Run 1, register map, names as in the netlist:
The bar under the picture is 50 um long.
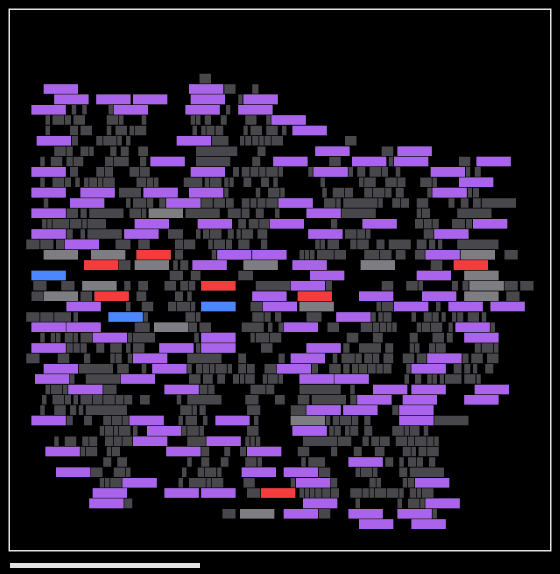
Run 1, placed cells, one colour a class:
Fill, decap, tap and diode cells in grey.
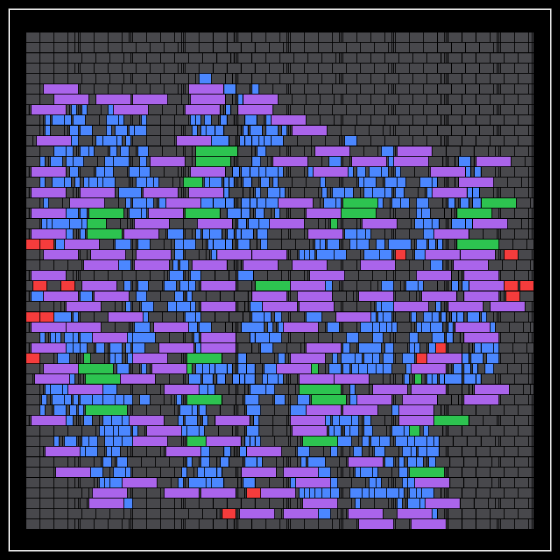
Run 1, clock distribution:
The bar under the picture is 50 um long.
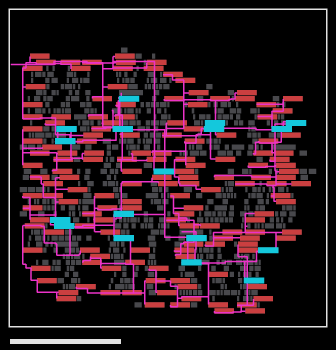
$ cat src/rtl/note_pkg.sv
// Shared note codes for the key encoder and the segment display.
// Pure definitions: no latency, no flow control.
package note_pkg;

  localparam int NUM_KEYS = 7;

  typedef logic [2:0] note_t;

  localparam note_t NOTE_NONE = 3'd0;
  localparam note_t NOTE_C    = 3'd1;
  localparam note_t NOTE_D    = 3'd2;
  localparam note_t NOTE_E    = 3'd3;
  localparam note_t NOTE_F    = 3'd4;
  localparam note_t NOTE_G    = 3'd5;
  localparam note_t NOTE_A    = 3'd6;
  localparam note_t NOTE_B    = 3'd7;

  // Key index 0..6 maps onto codes C..B.
  function automatic note_t key_to_note(input int idx);
    return note_t'(idx + 1);
  endfunction

endpackage

$ cat src/rtl/key_debounce.sv
// One key: 2-flop synchronizer, then a level must persist DEBOUNCE_CYCLES edges to flip key_db.
// Latency 2 + DEBOUNCE_CYCLES edges; free-running, no backpressure.
module key_debounce #(
  parameter int DEBOUNCE_CYCLES = 250000
) (
  input  logic clk,
  input  logic rst,
  input  logic key_raw,
  output logic key_db
);

  localparam int            CW       = $clog2(DEBOUNCE_CYCLES);
  localparam logic [CW-1:0] CNT_LAST = CW'(DEBOUNCE_CYCLES - 1);

  logic          sync1;
  logic          sync2;
  logic [CW-1:0] cnt;

  always_ff @(posedge clk or posedge rst) begin
    if (rst) begin
      sync1  <= 1'b0;
      sync2  <= 1'b0;
      cnt    <= '0;
      key_db <= 1'b0;
    end else begin
      sync1 <= key_raw;
      sync2 <= sync1;
      // Any return to the debounced level restarts the count, so glitches never accumulate.
      if (sync2 == key_db) begin
        cnt <= '0;
      end else if (cnt == CNT_LAST) begin
        cnt    <= '0;
        key_db <= ~key_db;
      end else begin
        cnt <= cnt + CW'(1);
      end
    end
  end

endmodule

$ cat src/rtl/note_key_encoder.sv
// Debounced 7-key piano to registered note code; lowest key wins. Define NOTE_KEY_HOLD_EN to sustain the last note.
// Latency 2 + DEBOUNCE_CYCLES + 1 edges from raw key to note; no backpressure.
module note_key_encoder
  import note_pkg::*;
#(
  parameter int DEBOUNCE_CYCLES = 250000
) (
  input  logic                clk,
  input  logic                rst,
  input  logic [NUM_KEYS-1:0] keys,
  output note_t               note,
  output logic                note_valid,
  output logic                note_change
);

  logic [NUM_KEYS-1:0] key_db;
  note_t               enc_note;
  note_t               next_note;
  logic                any_key;

  for (genvar k = 0; k < NUM_KEYS; k++) begin : g_key
    key_debounce #(
      .DEBOUNCE_CYCLES(DEBOUNCE_CYCLES)
    ) u_key_debounce (
      .clk    (clk),
      .rst    (rst),
      .key_raw(keys[k]),
      .key_db (key_db[k])
    );
  end

  // Scan from the top so the lowest pressed index is the last write.
  always_comb begin
    enc_note = NOTE_NONE;
    for (int i = NUM_KEYS - 1; i >= 0; i--) begin
      if (key_db[i]) enc_note = key_to_note(i);
    end
  end

  assign any_key = |key_db;

  always_comb begin
`ifdef NOTE_KEY_HOLD_EN
    next_note = any_key ? enc_note : note;
`else
    next_note = enc_note;
`endif
  end

  always_ff @(posedge clk or posedge rst) begin
    if (rst) begin
      note        <= NOTE_NONE;
      note_valid  <= 1'b0;
      note_change <= 1'b0;
    end else begin
      note        <= next_note;
      note_valid  <= any_key;
      note_change <= (next_note != note);
    end
  end

endmodule

$ cat config.mk
export PLATFORM = sky130hd
export DESIGN_NAME = note_key_encoder
export DESIGN_NICKNAME = d
export VERILOG_FILES = /design/src/rtl/note_pkg.sv /design/src/rtl/key_debounce.sv /design/src/rtl/note_key_encoder.sv
export SDC_FILE = /design/constraint.sdc
export NUM_CORES = 1
export LEC_CHECK = 0
export CORE_MARGIN = 4
export CORE_UTILIZATION = 40
export DETAILED_ROUTE_END_ITERATION = 12
export PLACE_DENSITY = 0.61
export SYNTH_ARGS = -nofsm -noshare
export SYNTH_HDL_FRONTEND = slang
export SYNTH_SLANG_ARGS = --single-unit
$ cat constraint.sdc
create_clock -name clk -period 9.8 [get_ports clk]
set_input_delay 1.47 -clock clk [delete_from_list [all_inputs] [get_ports clk]]
set_output_delay 1.47 -clock clk [all_outputs]
set_load 0.01 [all_outputs]
==> flow_metrics.tcl, run 1 <==
# flow metrics
set metrics [dict create \
    outcome "finished, final reports clean" \
    rr_endpoint "g_key[2].u_key_debounce.cnt[10]$_DFF_PP0_" \
    path_cells "clkdlybuf4s50_1" \
    cts-buffers-inserted 17 \
    setup_violations 0 \
    cts_resized 0 \
    synth_top_area_share_pct 53.1 \
    finish.instance_area_mm2 0.00816 \
    dp_cells 929 \
    crit_family "buffers and inverters" \
    most_common_cell "dfrtp_1" \
    met2_length_mm 6.23 \
    postSynthAreaPerCell_um2 10.3 \
    crit_path_start "note[0]$_DFF_PP0_" \
    final_nets 739 \
    setup_tns_ps 0 \
    warning_count 26 \
    portBuffers 13 \
    mux_share_pct 1.80 \
    fmax_ghz 0.343 \
    slowest_delay_ps 580 \
    common_cells "152 x dfrtp_1, 133 x nor2_1, 73 x xnor2_1" \
    wirelength_mm 13.4 \
    layout_top_cells "152 x dfrtp_1, 133 x nor2_1, 73 x xnor2_1" \
    async_reset_ff_share_pct 100 \
    antennaDiodeCount 0 \
    n_clock_buffer 21 \
    hp-class "flip-flop to flip-flop" \
    cts_setup_buffers 0 \
    rsz0062_at_grt "no" \
    fin_cells 959 \
    nFillCells 1608 \
    internal-power_uw 1090 \
    critPathMaxFanout 4 \
    relSlewSlack_pct 24.0 \
    dieArea_mm2 0.0201 \
    compound_area_share_pct 4.25 \
    worst_slew_pin_slew_ps 1130 \
    min_path_cells 0 \
    grt_use_total_pct 14.3 \
    comb_cells 506 \
    ant_nets 0 \
    power-per-cell-area_mw_per_mm2 168 \
    netlist_top_cells_area "dfrtp_1 53%, xnor2_1 8.9%, nor2_1 7.0%, xor2_1 3.7%, nand3_1 3.1%" \
    period_minus_slack_ps 2910 \
    dp_hpwl_mm 9.02 \
    vias 5098 \
    hold_viol 0 \
    yosys_area_mm2 0.00716 \
    yosys.area_share.xor_xnor_pct 12.6 \
    fp_util_pct 41.1 \
    clkTransAtPathRegs_ps 60 \
    hold_start "g_key[5].u_key_debounce.sync1$_DFF_PP0_" \
    r2r-start "g_key[2].u_key_debounce.cnt[0]$_DFF_PP0_" \
    synthTopLogicFamily "simple AND/OR/NAND/NOR gates" \
    clk_share_pct 7.58 \
    power.total_uw 1370 \
    reg2regPathDepth 5 \
    path_depth 1 \
    edf_count 0 \
    placed_cell_area_mm2 0.00754 \
    endpoint_kind "output port" \
    min_period_over_period_pct 29.7 \
    grt.met1_usage_pct 19.1 \
    largest_register_ffs 126 \
    ff_count 152 \
    power.switching_uw 280 \
    grt_pass1_wl_mm 23.6 \
    drv_cap 0 \
    powerComb_uw 39.2 \
]
Back to the opening pictures, 'register map, names as in the netlist':
| colour | name in the netlist | sequential cells |
|---|---|---|
| red | `g_key.u_key_debounce.sync2` | 7 |
| blue | `note` | 3 |
| purple | `g_key.u_key_debounce.cnt` | 126 |
sequential share of cell area: 46.6%
P_seq: 646 uW

Back to the opening pictures, 'placed cells, one colour a class':
| colour | class | cells | share of their area |
|---|---|---|---|
| green | clock drivers and dummy loads | 30 | 7.8% |
| blue | combinational and other logic | 536 | 42% |
| red | remaining buffers and delay cells | 16 | 1.9% |
| purple | sequential cells | 152 | 48% |
core area: 0.0174 mm2
Core Util, Final: 46.8%
num rows: 48

Back to the opening pictures, 'clock distribution':
[magenta] clock wires | length: 1,900 um
[cyan] clock drivers | count: 17
[red] flip-flops | count: 152
routed clock nets: 18
P_clk: 686 uW
power share of the clock group: 50.0%
Worst Skew: 8.45 ps

==> run 2: changes to the inputs <==
- clock period: 9.8 -> 2.7 ns (I/O delays scaled with it)
Run 2, signal wires by layer:
The bar under the picture is 50 um long. Only two layers are drawn.
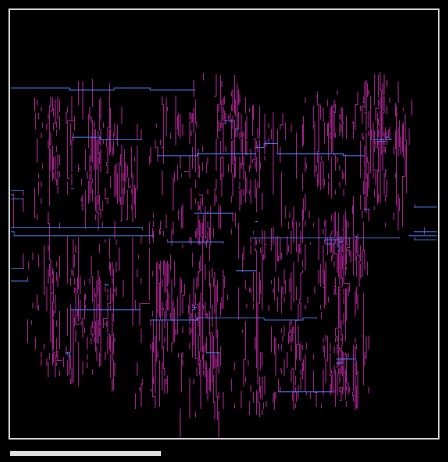
| colour | layer | wire length |
|---|---|---|
| magenta | metal 2 | 6,160 um |
| blue | metal 3 | 527 um |

Run 2, placed cells, one colour a class:
Fill, decap, tap and diode cells in grey.
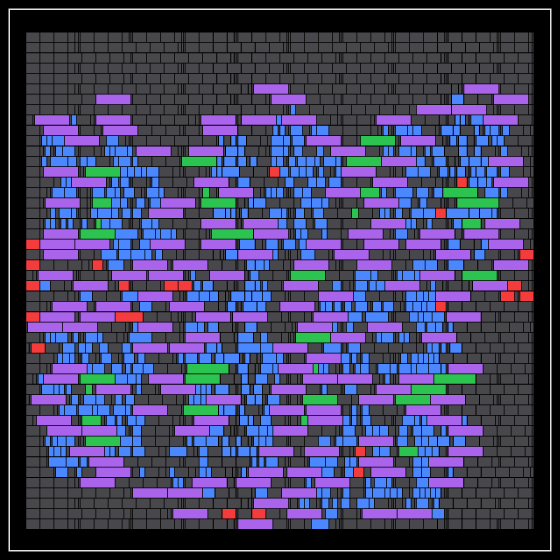
| colour | class | cells | share of their area |
|---|---|---|---|
| green | clock drivers and dummy loads | 32 | 8.1% |
| red | remaining buffers and delay cells | 22 | 2.6% |
| blue | combinational and other logic | 536 | 41% |
| purple | sequential cells | 152 | 48% |

==> flow_metrics.tcl, run 2 <==
# flow metrics
set metrics [dict create \
    internal-power_uw 4030 \
    hold_viol 0 \
    endpoint_kind "flip-flop" \
    n_clock_buffer 24 \
    pg_clk_uw 2530 \
    period_minus_slack_ps 2140 \
    fp_util_pct 41.1 \
    netlist_top_cells_area "dfrtp_1 53%, xnor2_1 8.9%, nor2_1 7.0%, xor2_1 3.7%, nand3_1 3.1%" \
    core_area_mm2 0.0174 \
    clkTransAtPathRegs_ps 60 \
    powerComb_uw 152 \
    fmax_ghz 0.468 \
    antennaDiodeCount 0 \
    edf_count 0 \
    warning_count 26 \
    largest_register_ffs 126 \
    most_common_cell "dfrtp_1" \
    rows 48 \
    dp_cells 935 \
    synth_top_area_share_pct 53.1 \
    relSlewSlack_pct 61.5 \
    setup_tns_ps 0 \
    reg2regPathDepth 4 \
    clkPwrFrac_pct 50.3 \
    dp_hpwl_mm 9.08 \
    final_nets 745 \
    grt_use_total_pct 14.3 \
    comb_cells 506 \
    power-per-cell-area_mw_per_mm2 611 \
    dieArea_mm2 0.0201 \
    ff_count 152 \
    crit_path_start "g_key[3].u_key_debounce.cnt[13]$_DFF_PP0_" \
    clk_share_pct 7.79 \
    compound_area_share_pct 4.25 \
    portBuffers 13 \
    wirelength_mm 13.3 \
    min_period_over_period_pct 79.2 \
    common_cells "152 x dfrtp_1, 133 x nor2_1, 73 x xnor2_1" \
    setup_violations 0 \
    drv_cap 0 \
    rr_endpoint "g_key[3].u_key_debounce.cnt[6]$_DFF_PP0_" \
    cts_resized 0 \
    vias 5042 \
    path_depth 4 \
    met2_length_mm 6.16 \
    ant_nets 0 \
    outcome "finished, final reports clean" \
    grt.met1_usage_pct 19.2 \
    hp-class "input port to asynchronous set/reset pin" \
    cts-buffers-inserted 17 \
    postSynthAreaPerCell_um2 10.3 \
    cts_setup_buffers 0 \
    r2r-start "g_key[3].u_key_debounce.cnt[13]$_DFF_PP0_" \
    grt_pass1_wl_mm 23.6 \
    layout_top_cells "152 x dfrtp_1, 133 x nor2_1, 73 x xnor2_1" \
    path_cells "or4b_1 -> or4_4 -> o21ai_4 -> nor2_1" \
    fin_skew_ps 7.07 \
    crit_family "simple AND/OR/NAND/NOR gates" \
]
Run 2, register map, names as in the netlist:
The bar under the picture is 50 um long.
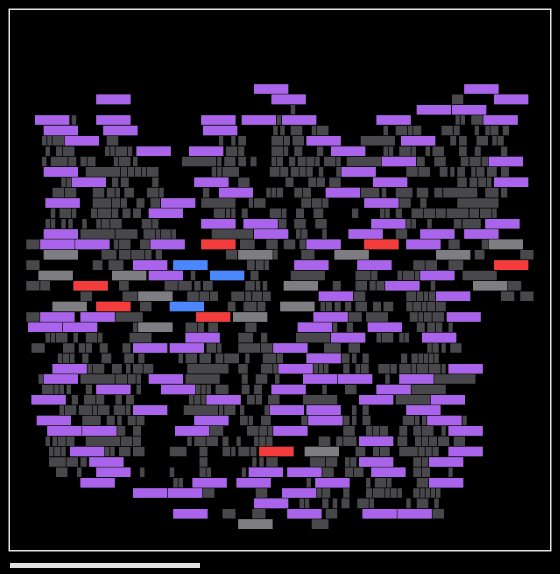
| colour | name in the netlist | sequential cells |
|---|---|---|
| blue | `note` | 3 |
| purple | `g_key.u_key_debounce.cnt` | 126 |
| red | `g_key.u_key_debounce.sync2` | 7 |
not coloured: 16
P_seq: 2350 uW
Core Util, Final: 47.3%
sequential share of cell area: 46.2%

Power is estimated from default activity; no workload was simulated.
